**Run 1: power grid**

Pins as bars on the die edge. Tap cells in grey.
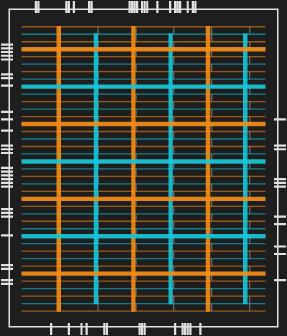
**Run 1: placement by cell class**

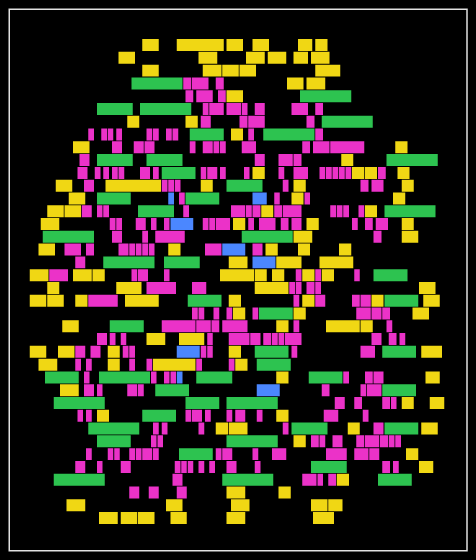
**Run 1: clock distribution**

The bar under the picture is 20 um long.
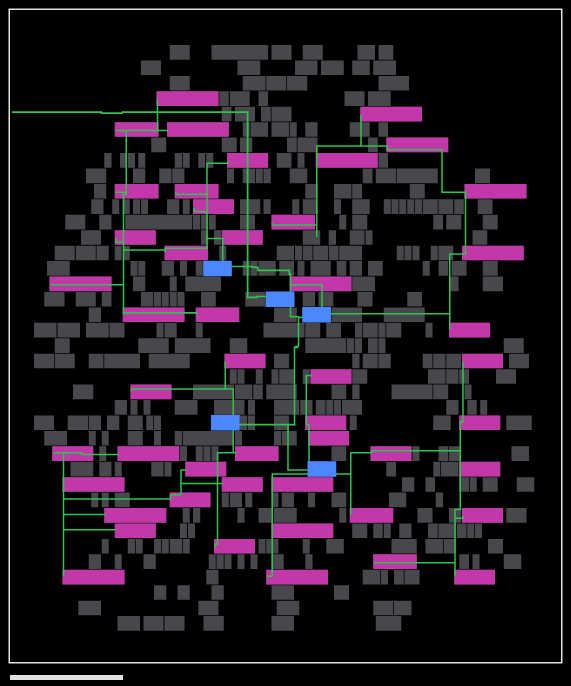
`config.mk`:
```
export PLATFORM = sky130hd
export DESIGN_NAME = wave_ram_arbiter
export DESIGN_NICKNAME = d
export VERILOG_FILES = /design/src/rtl/wave_ram_arbiter.sv
export SDC_FILE = /design/constraint.sdc
export NUM_CORES = 1
export LEC_CHECK = 0
export ABC_AREA = 1
export ABC_CLOCK_PERIOD_IN_PS = 1530
export CORE_ASPECT_RATIO = 1.2
export CORE_MARGIN = 4
export CORE_UTILIZATION = 26
export CTS_CLUSTER_SIZE = 10
export DETAILED_ROUTE_END_ITERATION = 16
export PLACE_DENSITY_LB_ADDON = 0.1
export SLEW_MARGIN = 20
export SYNTH_ARGS = -nofsm -noshare
export SYNTH_HDL_FRONTEND = slang
export SYNTH_SLANG_ARGS = --single-unit
```
`constraint.sdc`:
```
create_clock -name clk -period 1.53 [get_ports clk]
set_input_delay 0.153 -clock clk [delete_from_list [all_inputs] [get_ports clk]]
set_output_delay 0.153 -clock clk [all_outputs]
set_load 0.02 [all_outputs]
```
`src/rtl/wave_ram_arbiter.sv`:
```
// Single-port wave RAM arbiter: display reads win, capture writes wait in a
// one-entry holding register and are forced in after STARVE_LIMIT lost cycles.
module wave_ram_arbiter #(
  parameter int ADDR_WIDTH   = 9,
  parameter int DATA_WIDTH   = 8,
  parameter int STARVE_LIMIT = 4
) (
  input  logic                  clk,
  input  logic                  reset,
  input  logic                  wr_valid,
  input  logic [ADDR_WIDTH-1:0] wr_addr,
  input  logic [DATA_WIDTH-1:0] wr_data,
  output logic                  wr_ready,
  input  logic                  rd_req,
  input  logic [ADDR_WIDTH-1:0] rd_addr,
  output logic                  rd_gnt,
  output logic                  rd_data_valid,
  output logic [DATA_WIDTH-1:0] rd_data,
  output logic                  ram_en,
  output logic                  ram_we,
  output logic [ADDR_WIDTH-1:0] ram_addr,
  output logic [DATA_WIDTH-1:0] ram_wdata,
  input  logic [DATA_WIDTH-1:0] ram_rdata,
  output logic [7:0]            wr_stall_cnt
);

  typedef struct packed {
    logic [ADDR_WIDTH-1:0] addr;
    logic [DATA_WIDTH-1:0] data;
  } wr_req_t;

  wr_req_t               hold;
  logic                  hold_full;
  logic [3:0]            starve_cnt;
  logic                  wg;
  logic                  accept;
  logic                  addr_match;
  logic                  starve_hit;
  logic [ADDR_WIDTH-1:0] last_addr;
  logic [DATA_WIDTH-1:0] last_wdata;

  // Same-address forcing keeps read-after-write ordering without a bypass path.
  assign addr_match = (hold.addr == rd_addr);
  assign starve_hit = (starve_cnt == 4'(STARVE_LIMIT));

  always_comb begin
    wg       = reset & hold_full & (~rd_req | starve_hit | addr_match);
    rd_gnt   = reset & rd_req & ~wg;
    wr_ready = reset & (~hold_full | wg);
    accept   = wr_valid & wr_ready;
  end

  // Idle cycles park address/data on the last driven value to avoid toggling.
  always_comb begin
    ram_en    = 1'b0;
    ram_we    = 1'b0;
    ram_addr  = last_addr;
    ram_wdata = last_wdata;
    if (wg) begin
      ram_en    = 1'b1;
      ram_we    = 1'b1;
      ram_addr  = hold.addr;
      ram_wdata = hold.data;
    end else if (rd_gnt) begin
      ram_en   = 1'b1;
      ram_addr = rd_addr;
    end
  end

  always_ff @(posedge clk) begin
    if (ram_en) last_addr  <= ram_addr;
    if (ram_we) last_wdata <= ram_wdata;
  end

  always_ff @(posedge clk) begin
    if (!reset) begin
      hold          <= '0;
      hold_full     <= 1'b0;
      starve_cnt    <= '0;
      rd_data_valid <= 1'b0;
      wr_stall_cnt  <= '0;
    end else begin
      if (accept) begin
        hold.addr <= wr_addr;
        hold.data <= wr_data;
        hold_full <= 1'b1;
      end else if (wg) begin
        hold_full <= 1'b0;
      end
      if (wg || !hold_full)
        starve_cnt <= '0;
      else if (rd_gnt && starve_cnt < 4'(STARVE_LIMIT))
        starve_cnt <= starve_cnt + 4'd1;
      if (hold_full && rd_gnt && wr_stall_cnt != 8'hFF)
        wr_stall_cnt <= wr_stall_cnt + 8'd1;
      rd_data_valid <= rd_gnt;
    end
  end

  assign rd_data = ram_rdata;

endmodule
```
==> results.txt, run 1 <==
Update from the flow run.

The flow ran to the end, but the final reports show violations. The final reports fail on setup timing. Counting only logic cells after layout, the most numerous master is sky130_fd_sc_hd__nand2_1. The final timing summary puts the cycle share of the worst path at 1.28. The number of global-route vias before repair is between 2000 and 2500. The number of cells reported by Yosys stat comes to between 300 and 400.

In this run, post-CTS hold repair placed 0 buffers. The total of cells resized after clock tree synthesis is 158. Yosys reports the multiplexer fraction of the synthesized area as 0. Once detailed placement completed, the half-perimeter wirelength came to 5050 um.

The worst max-slew margin expressed relative to the limit is 0.698. Routing resource usage on met2 recorded by global route was 0.221. The routing usage on met3 is 0.0322. The routed length on met3 is 323 um. The multi-input combinational cells in the finished layout cover a total of 1230 um2. At the worst endpoint, the required time is around 1400 ps. The worst setup path is captured at a primary output. The number of ports placed on the die boundary is between 70 and 80.

TritonCTS built the clock tree. The highest clock rate this design can be run at is 0.512 GHz. The number of logic gates is 216. The capturing point of the worst reg2reg path is last_addr[0]$_DFFE_PP_. On the reported timing paths, the clock transition at the registers reads 90 ps. The number of setup buffers added after CTS is 11.

At the end of the flow, the number of nets in the layout was 466. The post-route DRC violation count is 0. The power density normalized to cell area is 731 nW/um2. Setup repair after global routing could not meet its margin everywhere. The OpenROAD report gives the critical path a data arrival time of 1800 ps. Looking at the hold checks, the worst path lands on rd_data[1]. The layout summary lists the proportion of cells stronger than drive strength 1 as 0.326. Of the total standard cell area in the layout, the multi-input combinational portion is 0.310. Final hold analysis gives a worst-case slack of between 300 and 400 ps. In the per-layer breakdown of the detailed-route log, met1 shows 3290 um. The master cell of the clock root buffer is sky130_fd_sc_hd__clkbuf_8.

The worst supply voltage drop on vdd is 387 uV. After synthesis, the netlist uses 25 different library cells. The global-route wire length before repair is roughly 12000 um.

The number of maximum-capacitance violations recorded for the run is 0. The start point of the worst hold path is ram_rdata[1]. The congestion estimate from routability-driven global placement came to 0.765. The number of non-clock inverters is 32. The depth of the worst register-to-register path is 14. For the pin with the worst max-slew slack, the measured transition is 453 ps. The maximum fanout count along the critical path is 8. The largest registers in the layout are hold x17, last_addr x9. In this run the mean area of a mapped cell was between 7 and 8 um2. In the synthesis report, Yosys lists the chip area as 2480 um2. The effective utilization at floorplan is 0.270. The leakage power summed over all cells is around 1.9 nW. The routed layout has 2407 vias. In the layout the commonest cells are 88 x sky130_fd_sc_hd__nand2_1, 52 x sky130_fd_sc_hd__buf_4, 30 x sky130_fd_sc_hd__clkdlybuf4s50_1.

The port buffer count is 59. Per STA, the startpoint of the critical path is hold[8]$_SDFFE_PN0P_. Per the final report, max-transition violations number 0. Per the CTS log, the maximum H-tree level is 2. Per the synthesis report, the XOR/XNOR share of the synthesized area is 0.0495.

The last timing report of the flow puts the setup violation total at 72. The commonest cells after synthesis are 106 x sky130_fd_sc_hd__nand2_1, 34 x sky130_fd_sc_hd__nand3_1, 31 x sky130_fd_sc_hd__dfxtp_1, 28 x sky130_fd_sc_hd__inv_1, 26 x sky130_fd_sc_hd__nand4_1. Counting plain and timing-repair buffers in the layout gives 122.

The total negative slack for setup checks is -14920 ps. The storage element area is 1140 um2. The area-dominant cell class after layout is buffers. Wires add up to 7350 um. The final standard cell utilization of the core is 0.433.

The most flop-heavy register is hold. 0 antenna diodes ended up in the layout. Of the post-synthesis cell area, the dominant cell type holds 0.251.

The final timing report lists a hold violation count of 0. The average via count per standard cell is 4.41. Per the final report, the share of cell area in non-clock buffers is 0.312. The number of warning messages in the logs is 30. The flip-flop count of the largest register, all copies and words added is 17. The cell total after placement is a little over 500.

The finished cells cover 3970 um2. The worst hold path was traced through 0 stages. The layout-stage area growth over the synthesis result is 60.3%. The DRC violation total after the first TritonRoute iteration is 61. The number of search-and-repair iterations in the first detailed-routing pass is 4. The netlist area before placement is 2480 um2. The global-route layer with the greatest usage is met2. The type of the tightest min-delay check is input pin to primary output.

The total routing usage reported by global routing is 0.130. The area fraction in compound gates is 0.0339. Overall power consumption after layout is estimated at 2.90 mW. The worst-case clock buffer depth is 2. Leaving out filler cells and counting taps, the final layout contains 546. The post-placement setup slack is -908 ps. The cell-mix breakdown from Yosys lists the adder-cell area share as 0.0152. The endpoint of the worst setup timing path is ram_addr[0]. Of the total synthesized cell area, the portion taken by AND, OR, NAND and NOR gates is 0.337. The sequential element share of the synthesized area is 0.457.

The synthesis report lists the most area-consuming cells as sky130_fd_sc_hd__dfxtp_1 25%, sky130_fd_sc_hd__edfxtp_1 21%, sky130_fd_sc_hd__nand2_1 16%. For the finished layout, the period the worst path requires is 1950 ps. The post-place instance area is 3530 um2. The die covers 11200 um2.

The final global-route overflow total is 0. Across all setup checks in the final design, the least slack found is -422 ps. The type of the worst setup path is register to primary output. The initial antenna violation count is 0. The post-synth count of flops with an enable pin is 17.

Per the layout report, the design carries 954 filler cells. The tap cell count is 120. The minimum setup slack among reg-to-reg paths is -360 ps. Yosys printed 0 warnings. The total clock buffers created by CTS is 5. Among the non-sequential cells, simple AND/OR/NAND/NOR gates take the most area. The largest net degree at the start of global routing is 39. The number of antenna-violating nets in the routed design is 0. The fraction of final cell area spent on clock buffers and inverters in this run is 0.0214. The category of the worst setup path launch point is a register.
About 'power grid':
Orange stands for VSS. Cyan stands for VDD.
6 straps on met4. 39 met1 rails follow the rows. 76 signal pins sit on the boundary. 120 tap cells.
Chip Height: 115 um
Die Wd: 97.1 um
core footprint: 9180 um2

About 'placement by cell class':
Blue stands for clock drivers and dummy loads, cells 8. Magenta stands for all other logic, cells 248. Green stands for flip-flops, cells 48. Yellow stands for other buffers and delay cells, cells 122.
sequential fraction of total cell area: 0.288
Placement Rows: 38

About 'clock distribution':
Magenta stands for flip-flops, count 48. Green stands for clock wires, length 682 um. Blue stands for cells driving clock nets, count 5.
There are 6 routed clock nets.
Clock Skew: 6.42 ps
share of power burned in the clock network: 0.263
clock group total power: 0.763 mW
insertion delay of the later-clocked pin in the worst-skew pair: 300 ps

## run 1: worst max-delay path, stage by stage (launching register included)
cell                       delay [ps]
sky130_fd_sc_hd__dfxtp_2          360
sky130_fd_sc_hd__inv_2             60
sky130_fd_sc_hd__nand2_1           40
sky130_fd_sc_hd__nand2_1           60
sky130_fd_sc_hd__nand2_1           50
sky130_fd_sc_hd__nor2_1            90
sky130_fd_sc_hd__nand3_1          120
sky130_fd_sc_hd__nand2_2           90
sky130_fd_sc_hd__nand2_4           90
sky130_fd_sc_hd__buf_6            150
sky130_fd_sc_hd__o211ai_1         210
sky130_fd_sc_hd__buf_4            180
## run 1: power breakdown
group	total, mW	switching, mW	internal, mW
sequential	1.42	0.0325	1.39
clock	0.763	0.435	0.328
combinational	0.714	0.345	0.370
total	2.90	0.813	2.09
==> run 2: changes to the inputs <==
DONT_BUFFER_PORTS = 1   (was default)
==> run 2 against run 1 <==
The flow still finishes with violations (setup timing); synthesized cell count unchanged; clock-buffer cell count down 2; via count down 2.7%; routed wire length up 4.0%; cell count down 4.9%; clock power up 51%; first-iteration DRC count up 33%; area after synthesis unchanged; global-route usage up 0.72 points; combinational power down 5.0%; highest routed layer unchanged.
==> results.txt, run 2 <==
Update from the flow run.

The run finished, with violations left. The checks that failed: setup timing. According to the floorplan report, the placeable core area is roughly 9200 um2. The upper clock frequency limit is 0.506 GHz. In this run the cell area measured after placement is 3100 um2. The number of levels the H-tree was split into is 2. The analysis attributes to net switching a power of 0.844 mW. The first TritonRoute pass finished after 4 iterations. met3 track demand over resource after global routing is 0.0297. The number of ports placed on the die boundary is 76. Dividing the detail-routed via count by the number of cells gives 4.51.

Counting the fill cells in the layout gives 924. The sum of routed wire segments on met1 is 3410 um. After synthesis, the cell types taking the most area are sky130_fd_sc_hd__dfxtp_1 25%, sky130_fd_sc_hd__edfxtp_1 21%, sky130_fd_sc_hd__nand2_1 16%. The horizontal die size is 97.1 um. The synthesized netlist was found by Yosys to have roughly 320 cells. The cell-mix breakdown from Yosys lists the XOR/XNOR area share as 0.0495. In this run the most used layer during global routing was met2. The synthesis report names the predominant flop master as sky130_fd_sc_hd__dfxtp_1.

The height of the die is 115 um. Per the final layout report, the fraction of cells sized above drive strength 1 comes to 0.358. On the worst setup and hold paths after CTS, the clock-pin slew comes to ~100 ps.

Hold is met by 5.87 ps. In this run the remaining antenna-violating nets after routing total 0. The area fraction in mux cells is 0. The post-synth tally of flip-flops with integrated enable is 17. The relative contribution of combinational cells to total power is 0.209. In this run the worst setup path terminates at ram_addr[0].

The detailed router finished its first iteration with 81 violations. The synthesis log from Yosys contains 0 warnings. The fraction of met2 tracks used by global routing is 0.240.

The power consumed by combinational cells is around 0.68 mW. Among all stages on the critical path, the largest delay is contributed by sky130_fd_sc_hd__dfxtp_4. In the routed design, unresolved DRC markers number 0. The flow measured a signed area growth from synthesis to layout of 56.4%. Setup repair after global routing could not meet its margin everywhere. The power group with the largest share is sequential cells. The CTS tree is yes.

The most flop-heavy register is hold. The share of total power dissipated in sequential elements is 0.438. The slew of the pin with the lowest slew margin is 637 ps.

The critical path buffer and inverter count is 3. The critical path endpoint category is a primary output. Per the placement report, the placed cell count is 468. The synthesized area per cell is a little under 8 um2.

After detailed routing, the met3 layer carries about 360 um of wire. The synthesis run identifies the leading combinational cell family as simple AND/OR/NAND/NOR gates. The floorplan has 38 rows.

Note, the detailed placer reported a final HPWL of between 5000 and 6000 um. The worst pin sits at a relative slew slack of 0.574. The analysis attributes to cell leakage a power of 1.81 nW.

Of the total synthesized cell area, the portion taken by AND-OR and OR-AND cells is 0.0339. The critical path in the final layout is reported with a setup slack of -447 ps. The clock period minus worst slack is 1980 ps.

The final instance area is just under 4000 um2. Per the synthesis report, the simple-gate share of the synthesized area is 0.337. The critical path is of the register to primary output type. The number of unique standard cell types used by synthesis is 25. The initial antenna violation count is 0. The maximum fanout count along the critical path is 19. The largest single stage delay on the critical path is 370 ps. The repair_antennas step left the layout with diodes totalling 0. Per the final timing report, the hold violations number 0. The count of hold-fix buffers inserted at cts is 18. The power attributed to sequential cells is ~1.4 mW. The worst-case clock buffer depth is 2.

The total of cells resized after clock tree synthesis is 34. Counting stages on the worst path, the most repeated cell is sky130_fd_sc_hd__nand2_1. The critical path data arrival time is 1820 ps.

After the flow finishes, the layout carries non-filler instances totaling 519. The worst-case hold path end point is hold[11]$_SDFFE_PN0P_. The number of warning messages in the logs is 30. The minimum setup slack among reg-to-reg paths is -380 ps. The final layout contains 439 nets. The registers reported with the highest flop counts are hold x17, last_addr x9. Of the total power, the share spent switching nets is 0.260. The sequential element share of the synthesized area is 0.457. The internal cell power is 2.41 mW. The number of global-route vias before repair is around 2400. The final-report setup violation count is 81.

The register with the most flip-flops in the layout has 17 of them. The capturing point of the worst reg2reg path is hold[14]$_SDFFE_PN0P_. The synthesis run shows the most used standard cells to be 106 x sky130_fd_sc_hd__nand2_1, 34 x sky130_fd_sc_hd__nand3_1, 31 x sky130_fd_sc_hd__dfxtp_1, 28 x sky130_fd_sc_hd__inv_1, 26 x sky130_fd_sc_hd__nand4_1. Once the clock tree was built, the setup fixing pass inserted 15 buffers. The startpoint identified for the worst hold timing path is wr_valid.

The type of the tightest min-delay check is input pin to register. The storage element area is 1150 um2. The endpoint required time on the critical path is 1380 ps. Summed over all layers, the global routing overflow is 0. The port buffer count is 0. For reference, the critical path is launched at hold[16]$_SDFFE_PN0P_. STA classifies the critical path startpoint as a register. The hold-critical path depth is 2. The placement summary gives the final routability congestion estimate as about 0.73. The Yosys chip area is ~2500 um2.

Summing all multi-input logic gate instances after layout gives 1310 um2. The first global-routing pass estimated 12200 um of wire. The netlist area before placement is 2480 um2. The cell count along the critical path is 11. The cell class contributing the biggest share of worst-path delay is simple AND/OR/NAND/NOR gates.

The total clock buffers created by CTS is 5. The report puts the cell count of the worst reg-to-reg path at 16. The tree is rooted in a sky130_fd_sc_hd__clkbuf_8.

The most common logic cells in the final layout are 87 x sky130_fd_sc_hd__nand2_1, 53 x sky130_fd_sc_hd__buf_4, 26 x sky130_fd_sc_hd__inv_1, 26 x sky130_fd_sc_hd__nand4_1, 25 x sky130_fd_sc_hd__nand3_1. In the finished design, the share of the clock period the worst path needs comes to 1.29. In this run the critical path is formed by inv_2 -> nand2_1 -> nand2_1 -> nand2_1 -> nor2_1 -> nand3_1 -> nand2_2 -> nand2_4 -> buf_12 -> o211ai_1 -> buf_4.
-- run 2: metrics by stage --
stage	utilization	worst slack [ps]	setup TNS, ps
after floorplan	-	-199	-1910
after global placement	0.338	-174	-7090
after detailed placement	0.338	-164	-7710
after CTS	0.411	-479	-21570
after global routing	0.422	-603	-29790
final	0.422	-447	-20380
-- run 2: area by class of cell --
type | count | area share
inverter | 32 | 0.0317
timing repair buffer | 95 | 0.261
tap | 120 | 0.0388
clock inverter | 3 | 0.0178
multi-input combinational | 216 | 0.337
sequential | 48 | 0.296
clock buffer | 5 | 0.0178
-- run 2: worst register-to-register path, delay by kind of cell, from the launching register on --
| kind | cells | cell delay [ps] |
|---|---|---|
| buf+inv | 6 | 690 |
| simple gates | 10 | 770 |
| flops | 1 | 370 |
**Run 2: clock distribution**

The bar under the picture is 20 um long.
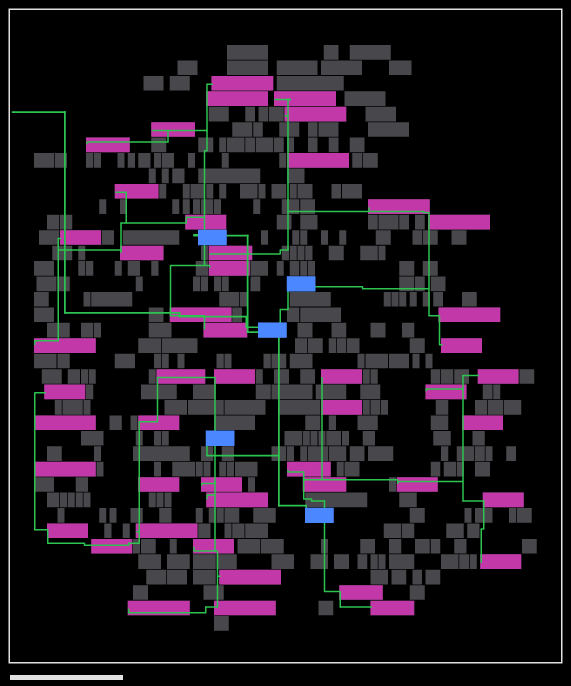
clock group total power: 1.15 mW
share of power burned in the clock network: 0.353
Clock Skew: 6.80 ps
insertion delay of the later-clocked pin in the worst-skew pair: 310 ps

**Run 2: signal wires by layer**

The bar under the picture is 20 um long.
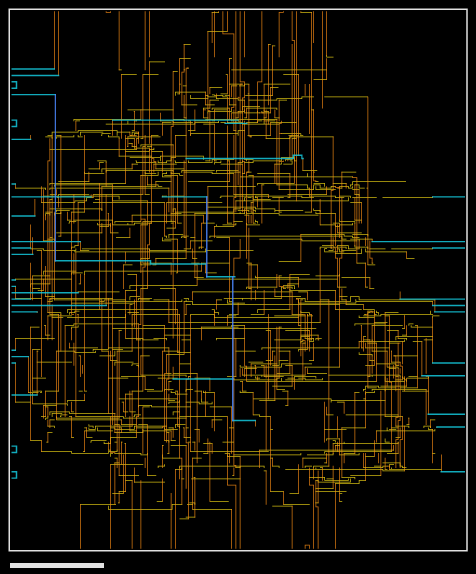
Cyan stands for met3, wire length 362 um. Blue stands for met4, wire length 83.0 um. Orange stands for met2, wire length 3790 um. Yellow stands for met1, wire length 3410 um.
DRT Wirelength: 7640 um
overall routing resource usage: 0.137
routed len/inst: 14.7 um
overall via count from detail_route: 2343

==> run 3: changes to the inputs <==
CTS_CLUSTER_SIZE = 14   (was 10)
SLEW_MARGIN = 40   (was 20)
==> run 3 against run 2 <==
The run still ends with setup timing left; worst hold slack unchanged; first-iteration DRC count unchanged; fmax unchanged; setup slack unchanged; critical endpoint unchanged; clock skew unchanged; final area unchanged; clock power about the same; cell count unchanged; via count unchanged; critical path type unchanged; area after synthesis unchanged.
==> results.txt, run 3 <==
Update from the flow run.

The run finished, with violations left. The final reports fail on setup timing. The upper clock frequency limit is 0.506 GHz. The footprint of the multi-input gates is roughly 1300 um2. At the floorplan stage, the core utilization is reported as 0.270. Global route summary, busiest routing layer listed as met2. Per the final report, the share of cell area in non-clock buffers is 0.261. The endpoint required time on the critical path is 1380 ps.

Detailed placement ended at an HPWL of 5030 um. For this run, the total global-route usage over all layers was measured as 0.137. The port buffer count is 0. The hold-critical path depth is 2.

TritonRoute reported its final design rule violation total as 0. The initial antenna violation count was 0. The sum of routed wire segments on met1 is 3410 um.

The total negative slack for setup checks is -20380 ps. The top cell type in the final layout, fill and taps aside, is sky130_fd_sc_hd__nand2_1. The share of the Yosys chip area taken by registers is 0.457. The most numerous cell type found on the critical path is sky130_fd_sc_hd__nand2_1. The number of unique standard cell types used by synthesis is 25. The post-place instance area is 3100 um2.

Dividing the synthesized area by the synthesized cell count gives 7.79 um2. The origin of the worst setup path is hold[16]$_SDFFE_PN0P_. The clock insertion delay at the later pin of the skew report is 310 ps. Of the total power, the clock network draws 0.353. The capturing point of the worst reg2reg path is hold[14]$_SDFFE_PN0P_. After synthesis, the chip area reported by Yosys is around 2500 um2. The depth of the worst register-to-register path is 16. Per the slew report, the remaining headroom to the max-slew limit stands at 0.574. The most flop-heavy register is hold.

The flip-flop count of the largest register, all copies and words added is 17. The power density normalized to cell area is roughly 840 nW/um2. The category of the worst setup path launch point is a register.

Setup slack on the critical path of the routed design comes to -447 ps. After floorplanning, the core was divided into 38 placement rows. The clock transition at the registers of the reported paths is 100 ps. The layout has 5 clock buffers. After synthesis, the cell types taking the most area are sky130_fd_sc_hd__dfxtp_1 25%, sky130_fd_sc_hd__edfxtp_1 21%, sky130_fd_sc_hd__nand2_1 16%. The maximum clock skew at final layout is 6.80 ps.

In the final layout, the registers with the most flip-flops are hold x17, last_addr x9. The total of max-cap violations is 0. Counting flops with a built-in enable in the synthesized netlist gives 17. Max fanout on the critical path was recorded as 19. Among all stages on the critical path, the maximum delay recorded is 370 ps. The global-route wire length before repair is 12200 um.

The internal cell power is 2.41 mW. The mapped netlist covers 2480 um2. Wires add up to between 7000 and 8000 um. The power group with the largest share is sequential cells. Looking at the cell usage after synthesis, the top flip-flop cell is sky130_fd_sc_hd__dfxtp_1.

For met3 alone, demand over resource in global routing was 0.0297. The relative contribution of combinational cells to total power is 0.209. The number of max-slew violations in the final report is 0. The worst register-to-register path has a setup slack of -380 ps.

The cell family contributing the most delay on the critical path is simple AND/OR/NAND/NOR gates. From the final report, the count of setup violators was given as around 81. The layout report lists the clock-cell share of area as 0.0355. The final instance area is 3870 um2.

The region available for standard cell placement spans between 9000 and 10000 um2. After synthesis, the most frequently instantiated cells are 106 x sky130_fd_sc_hd__nand2_1, 34 x sky130_fd_sc_hd__nand3_1, 31 x sky130_fd_sc_hd__dfxtp_1, 28 x sky130_fd_sc_hd__inv_1, 26 x sky130_fd_sc_hd__nand4_1. The portion of total power attributed to sequential cells is 0.438. The layout report gives the register share of total cell area as 0.296.

Together, buffers and inverters on the worst path number 3. The share of Yosys cell area claimed by the top area cell type is 0.251. Multi-input combinational cells in the finished layout were counted as 216.

The design has 48 sequential cells. The worst hold path belongs to the class input pin to register. Setup repair after global routing could not meet its margin everywhere.

The cell count along the critical path is 11. Per the detail_route log, met3 wirelength is 361 um. The largest net degree at the start of global routing is 31. The repair_antennas step left the layout with diodes totalling 0. Per report_power, the Sequential row totals 1.42 mW. Per the final timing report, the hold violations number 0.

Fill cells in the final layout number 924. Before antenna repair, the detailed router went through 4 iterations. The worst-case hold path end point is hold[11]$_SDFFE_PN0P_. The detailed-route wire length per cell is 14.7 um. The number of warnings reported in the stage logs is 30. The signal on the critical path passes through inv_2 -> nand2_1 -> nand2_1 -> nand2_1 -> nor2_1 -> nand3_1 -> nand2_2 -> nand2_4 -> buf_12 -> o211ai_1 -> buf_4. Per the placement report, the placed cell count is 468. Power comes to 3.25 mW. The number of global-route vias before repair came to around 2400. The most common logic cells in the final layout are 87 x sky130_fd_sc_hd__nand2_1, 53 x sky130_fd_sc_hd__buf_4, 26 x sky130_fd_sc_hd__inv_1, 26 x sky130_fd_sc_hd__nand4_1, 25 x sky130_fd_sc_hd__nand3_1. Multi-input logic gates represent a cell area share of 0.337. The critical path data arrival time is 1820 ps. The clock period minus worst slack is around 2000 ps. The number of cells in Yosys stat is roughly 320. The cell with the biggest individual delay on the critical path is sky130_fd_sc_hd__dfxtp_4.

The number of ports placed on the die boundary is 76. Post-route period utilization is reported as 1.29. The switching component of the power was reported as 0.844 mW. The horizontal die size is 97.1 um.

In this run the clock root is driven by a sky130_fd_sc_hd__clkbuf_8. The worst-case clock buffer depth is 2. Summed over all layers, the global routing overflow is 0. In this run, the number of DRC markers left after iteration 0 of detailed routing was 81. The fraction of layout instances using a drive strength above 1 is 0.358. The layout-stage area growth over the synthesis result is 56.4%. Using the TritonRoute via totals, the vias-per-cell ratio works out to 4.51. Per the area breakdown, the dominant cell category is multi-input combinational cells. For this run, the share of the core covered by cells in the final layout is 0.422.

The pre-CTS setup check shows a worst slack of -164 ps. The slew of the pin with the lowest slew margin is 637 ps. The final layout report lists a non-clock buffer count of 95.

The CTS tree is yes. At the end of routability-driven placement, the weighted congestion stood at 0.730. Power attributed to combinational cells is 0.678 mW. STA classifies the critical path endpoint as a primary output. The area of the die is 11200 um2. The die is 115 um tall.
[run 3: cell counts after synthesis]
No cell type changed its count.
[run 3: cells by family after synthesis]
| family | Yosys count | synth area share |
|---|---|---|
| AND/OR/NAND/NOR | 183 | 0.337 |
| buffers and inverters | 56 | 0.108 |
| flip-flops | 48 | 0.457 |
| AND-OR/OR-AND | 14 | 0.0339 |
| XOR/XNOR | 14 | 0.0495 |
| adder cells (fa/ha/maj) | 3 | 0.0152 |
[run 3: timing repair]
| action | in CTS | in global routing |
|---|---|---|
| pin swaps | 18 | 22 |
| hold buffers | 18 | 0 |
| gates resized | 34 | 19 |
| endpoints found under the setup margin | 77 | 83 |
| gates cloned | 5 | 0 |
| buffers inserted | 15 | 6 |
| endpoints found under the hold margin | 16 | 0 |
**Run 3: signal wires by layer**

The bar under the picture is 20 um long.
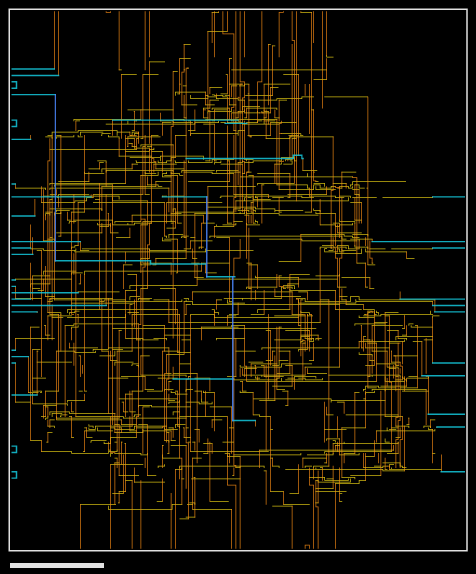
Blue stands for met4, wire length 83.0 um. Yellow stands for met1, wire length 3410 um. Cyan stands for met3, wire length 362 um. Orange stands for met2, wire length 3790 um.

**Run 3: power grid**

Pins as bars on the die edge. Tap cells in grey.
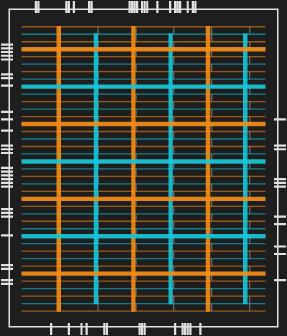
Orange stands for VSS. Cyan stands for VDD.
76 signal pins sit on the boundary. 120 tap cells. The core has 38 rows. 6 straps on met4.
Max IR drop VDD: 380 uV

No activity file was given, so power comes from the tool's default toggle rates.
